Figure 1. Signal wires on met1.
Scale bar: 20 µm.
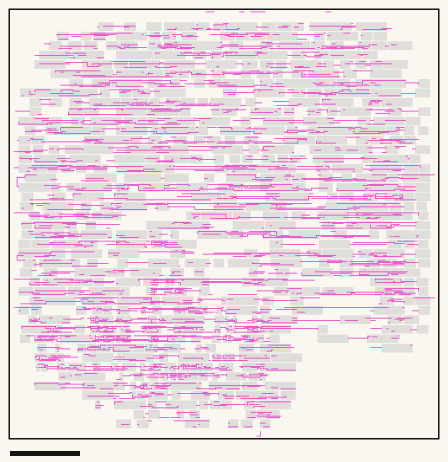
Figure 2. Met2 routing.
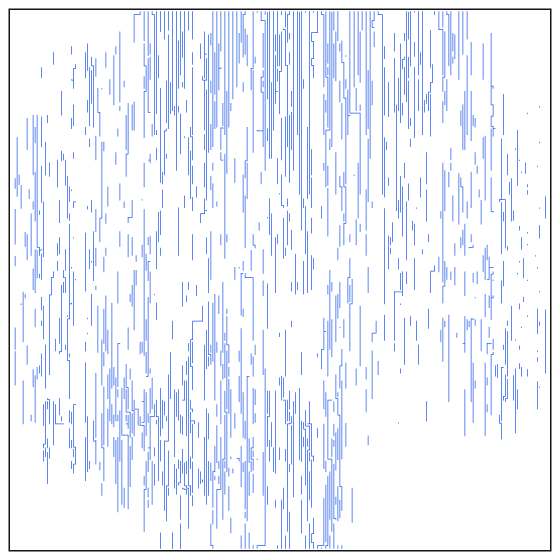
Figure 3. Met3 routing.
Scale bar: 20 µm.
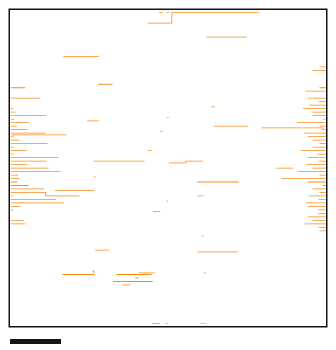
Figure 4. Signal wires on met4.
Scale bar: 20 µm.
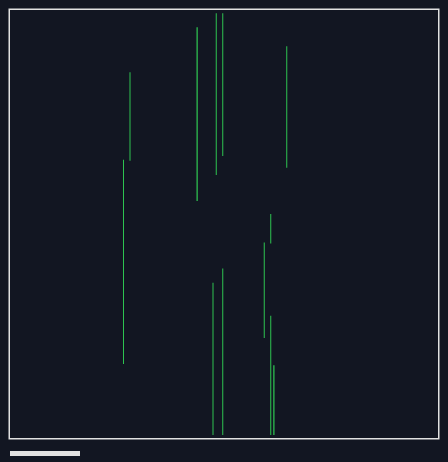
Figure 5. Clock wiring as the flow saved it.
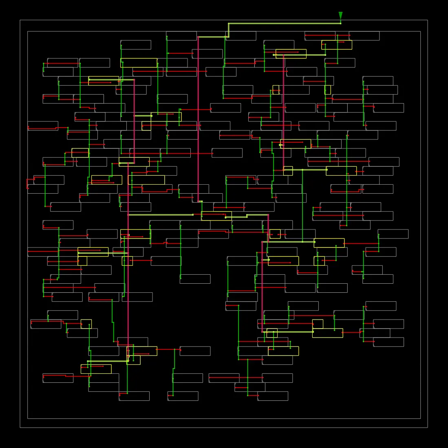
<file path="src/rtl/aes_block_fetch.sv">
// Streams MEM_DEPTH bytes from a dual-port byte RAM, two per cycle, as 128-bit blocks over valid/ready.
// Optional macro AES_BLOCK_FETCH_LAST_EN adds a block_last output flagging the final block.
module aes_block_fetch #(
    parameter int unsigned ADDR_WIDTH = 6,
    parameter int unsigned DATA_WIDTH = 8,
    parameter int unsigned MEM_DEPTH  = 64,
    localparam int unsigned IDX_W     = (ADDR_WIDTH > 4) ? ADDR_WIDTH - 4 : 1
) (
    input  logic                  clk,
    input  logic                  rst,
    input  logic                  start,
    output logic [ADDR_WIDTH-1:0] addrA,
    output logic [ADDR_WIDTH-1:0] addrB,
    output logic                  rd_enaA,
    output logic                  rd_enaB,
    input  logic [DATA_WIDTH-1:0] data_inA,
    input  logic [DATA_WIDTH-1:0] data_inB,
    output logic [127:0]          block,
    output logic                  block_valid,
    input  logic                  block_ready,
    output logic [IDX_W-1:0]      block_idx,
`ifdef AES_BLOCK_FETCH_LAST_EN
    output logic                  block_last,
`endif
    output logic                  done
);

    localparam int unsigned BLK_W = 128;
    localparam int unsigned PAIR_W = 2 * DATA_WIDTH;

    typedef enum logic [1:0] {IDLE, FETCH, HOLD, DONE} state_t;

    state_t                state_q, state_d;
    logic [ADDR_WIDTH-1:0] base_q, base_d;
    logic [3:0]            issue_q, issue_d;
    logic [2:0]            cap_q, cap_d;
    logic                  cap_vld_q, cap_vld_d;

    logic [ADDR_WIDTH-1:0] addrA_d, addrB_d;
    logic                  rd_d;
    logic [BLK_W-1:0]      block_d;
    logic                  valid_d;
    logic [IDX_W-1:0]      idx_d;
    logic                  done_d;
`ifdef AES_BLOCK_FETCH_LAST_EN
    logic                  last_d;
`endif

    logic                  is_last;
    logic [ADDR_WIDTH-1:0] issue_addr;
    logic [ADDR_WIDTH-1:0] next_base;

    // The final block is the one whose base sits 16 bytes below MEM_DEPTH.
    assign is_last    = ({1'b0, base_q} == (ADDR_WIDTH+1)'(MEM_DEPTH - 16));
    assign issue_addr = base_q + ADDR_WIDTH'({issue_q[2:0], 1'b0});
    assign next_base  = base_q + ADDR_WIDTH'(16);

    // Next-state and registered-output logic.
    always_comb begin
        state_d   = state_q;
        base_d    = base_q;
        issue_d   = issue_q;
        cap_d     = cap_q;
        cap_vld_d = rd_enaA;
        addrA_d   = addrA;
        addrB_d   = addrB;
        rd_d      = rd_enaA;
        block_d   = block;
        valid_d   = block_valid;
        idx_d     = block_idx;
        done_d    = done;
`ifdef AES_BLOCK_FETCH_LAST_EN
        last_d    = block_last;
`endif
        case (state_q)
            IDLE: begin
                if (start) begin
                    state_d = FETCH;
                    base_d  = '0;
                    addrA_d = '0;
                    addrB_d = ADDR_WIDTH'(1);
                    rd_d    = 1'b1;
                    issue_d = 4'd1;
                    cap_d   = '0;
                end
            end
            FETCH: begin
                // Issue side: eight address pairs, then strobes drop.
                if (!issue_q[3]) begin
                    addrA_d = issue_addr;
                    addrB_d = issue_addr + ADDR_WIDTH'(1);
                    rd_d    = 1'b1;
                    issue_d = issue_q + 4'd1;
                end else begin
                    rd_d    = 1'b0;
                end
                // Capture side: read data lags the strobe by one cycle.
                if (cap_vld_q) begin
                    block_d = {block[BLK_W-PAIR_W-1:0], data_inA, data_inB};
                    cap_d   = cap_q + 3'd1;
                    if (cap_q == 3'd7) begin
                        state_d = HOLD;
                        valid_d = 1'b1;
`ifdef AES_BLOCK_FETCH_LAST_EN
                        last_d  = is_last;
`endif
                    end
                end
            end
            HOLD: begin
                if (block_ready) begin
                    valid_d = 1'b0;
`ifdef AES_BLOCK_FETCH_LAST_EN
                    last_d  = 1'b0;
`endif
                    if (is_last) begin
                        state_d = DONE;
                        done_d  = 1'b1;
                    end else begin
                        // Start the next block on the transfer edge to keep a 10-clock cadence.
                        state_d = FETCH;
                        base_d  = next_base;
                        idx_d   = block_idx + IDX_W'(1);
                        addrA_d = next_base;
                        addrB_d = next_base + ADDR_WIDTH'(1);
                        rd_d    = 1'b1;
                        issue_d = 4'd1;
                        cap_d   = '0;
                    end
                end
            end
            DONE: begin
                done_d = 1'b1;
            end
            default: state_d = IDLE;
        endcase
    end

    // State and output registers.
    always_ff @(posedge clk or negedge rst) begin
        if (!rst) begin
            state_q     <= IDLE;
            base_q      <= '0;
            issue_q     <= '0;
            cap_q       <= '0;
            cap_vld_q   <= 1'b0;
            addrA       <= '0;
            addrB       <= '0;
            rd_enaA     <= 1'b0;
            rd_enaB     <= 1'b0;
            block       <= '0;
            block_valid <= 1'b0;
            block_idx   <= '0;
            done        <= 1'b0;
`ifdef AES_BLOCK_FETCH_LAST_EN
            block_last  <= 1'b0;
`endif
        end else begin
            state_q     <= state_d;
            base_q      <= base_d;
            issue_q     <= issue_d;
            cap_q       <= cap_d;
            cap_vld_q   <= cap_vld_d;
            addrA       <= addrA_d;
            addrB       <= addrB_d;
            rd_enaA     <= rd_d;
            rd_enaB     <= rd_d;
            block       <= block_d;
            block_valid <= valid_d;
            block_idx   <= idx_d;
            done        <= done_d;
`ifdef AES_BLOCK_FETCH_LAST_EN
            block_last  <= last_d;
`endif
        end
    end

endmodule

</file>
<file path="config.mk">
export PLATFORM = sky130hd
export DESIGN_NAME = aes_block_fetch
export DESIGN_NICKNAME = d
export VERILOG_FILES = /design/src/rtl/aes_block_fetch.sv
export SDC_FILE = /design/constraint.sdc
export NUM_CORES = 1
export LEC_CHECK = 0
export ABC_AREA = 0
export ABC_CLOCK_PERIOD_IN_PS = 1700
export CAP_MARGIN = 20
export CORE_MARGIN = 2
export CORE_UTILIZATION = 44
export DETAILED_ROUTE_END_ITERATION = 10
export PLACE_DENSITY = 0.77
export SLEW_MARGIN = 20
export SYNTH_ARGS = -nofsm -noshare
export SYNTH_HDL_FRONTEND = slang
export SYNTH_SLANG_ARGS = --single-unit
export TNS_END_PERCENT = 1
</file>
<file path="constraint.sdc">
create_clock -name clk -period 1.7 [get_ports clk]
set_clock_uncertainty 0.1 [all_clocks]
set_input_delay 0.17 -clock clk [delete_from_list [all_inputs] [get_ports clk]]
set_output_delay 0.17 -clock clk [all_outputs]
set_load 0.02 [all_outputs]
</file>
==> flow_summary_export.csv <==
group,metric,value,unit
run_status,status,"complete, but fails checks",
run_status,violations,"negative setup slack",
timing,timing.final.ws_setup,-193,ps
synthesis,yosys_cells,423,
cts,cts_resized,114,
timing,setup_viol,117,
worst_hold_path,hold_class,"in -> async",
power,power,8.26,mW
layout,final_cell_mix,"dfrtp_1, mux2_2, dlygate4sd2_1",
critical_path,startpoint_type,"flip-flop",
layout,mi_logic_area,2300,µm²
critical_path,critPathKind,"reg -> reg",
synthesis,synth_nets,454,
synthesis,simple_gate_share,3.73,%
timing,rsz0062_at_grt,"true",
synthesis,ys_seq_share,62.9,%
grt,grt_first_pass_wirelength,22.1,mm
power,p_per_area,905,nW/µm²
placement,portBuffers,165,
critical_path,crit_path_end_kind,"flip-flop",
synthesis,synth_cells,423,
critical_path,rrSetupSlack,-190,ps
critical_path,r2r-end,"addrB[3]$_DFFE_PN0P_",
layout,fill_cells,1024,
layout,syn_to_final_growth,46.2,%
synthesis,top_logic_kind,"multiplexers",
layout,final_cells,816,
placement,placed_area,8400,µm²
timing,fin_crit_sh,111,%
synthesis,top_area_cell,"dfrtp_1",
critical_path,cp_data_required_time,1900,ps
critical_path,cp_data_arrival_time,2090,ps
drt,vias_per_cell,5.00,
Notes on Figure 1 above:
- share of all routed wire: 44%
- nets with wire on the layer: 550
- main direction: horizontal
- wire length on this layer: 6260 µm
routed wire length: 14.2 mm
grt met1 use: 25.4%
DR vias: 4081

Notes on Figure 2 above:
- wire length on this layer: 6760 µm
- longest straight run: 49.8 µm
- nets with wire on the layer: 601
grt met2 use: 29.6%

Notes on Figure 3 above:
- main direction: horizontal
- longest straight run: 33.8 µm
- wire length on this layer: 788 µm
- nets with wire on the layer: 92
- share of all routed wire: 5.5%
met3 usage: 5.49%

Notes on Figure 4 above:
- longest straight run: 58.5 µm
- share of all routed wire: 3.1%

Notes on Figure 5 above:
CTS buffer count: 17
Clk power: 3.80 mW
Latency at later pin: 420 ps
clock sinks: 157

-- worst max-delay path, stage by stage (launching register included) --
cell,delay [ps]
dfrtp_2,430
buf_6,130
ha_4,150
and2_4,130
a2111o_1,470
buf_12,200
nand2_1,80
o41ai_2,70
-- flip-flops by register name, indices dropped and copies added, names as in the netlist --
register / flops
state_q: 2
done: 1
block: 128
cap_q: 3
rd_enaB: 1
addrA: 6
block_valid: 1
block_idx: 2
addrB: 6
base_q: 2
cap_vld_q: 1
issue_q: 4
-- power breakdown --
group | internal (mW) | switching (mW)
clock | 2.23 | 1.57
combinational | 0.239 | 0.297
sequential | 3.84 | 0.0841
total | 6.31 | 1.95
-- synth_stat cells --
cell	instances
a22oi_1	1
and3b_1	1
o21ai_0	10
a22o_1	4
and2b_1	1
o221ai_1	1
a2111o_1	1
o31ai_1	4
nand3_1	5
nor2_1	6
a32o_1	1
nor2b_1	2
buf_2	16
o41ai_1	2
a31oi_1	2
clkbuf_1	5
buf_4	1
dfrtp_1	157
o22ai_1	2
and2_1	2
conb_1	1
xnor2_1	5
ha_1	11
inv_1	7
nand2_1	25
mux2_2	128
nor3_1	2
o22a_1	1
nand3b_1	2
buf_6	2
mux2i_1	3
a21oi_1	4
o31ai_2	1
a2111oi_2	1
a211o_1	1
o2bb2ai_1	1
nand2b_1	3
and3_1	1
-- area by class of cell --
type	instances	area share, %
Sequential cell	157	43.1
Multi-Input combinational cell	235	25.2
Timing Repair Buffer	205	22.4
Clock buffer	18	4.81
Tap cell	180	2.47
Clock inverter	14	1.71
Inverter	7	0.288
-- layer usage --
metal	part of all wire (%)	global-route usage (%)	vias to the layer above
li1	-	-	1906
met2	47	29.6	125
met3	5.5	5.49	30
met1	44	25.4	2020
met5	0	0	-
met4	3.1	9.30	0
Power is estimated from default activity; no workload was simulated.
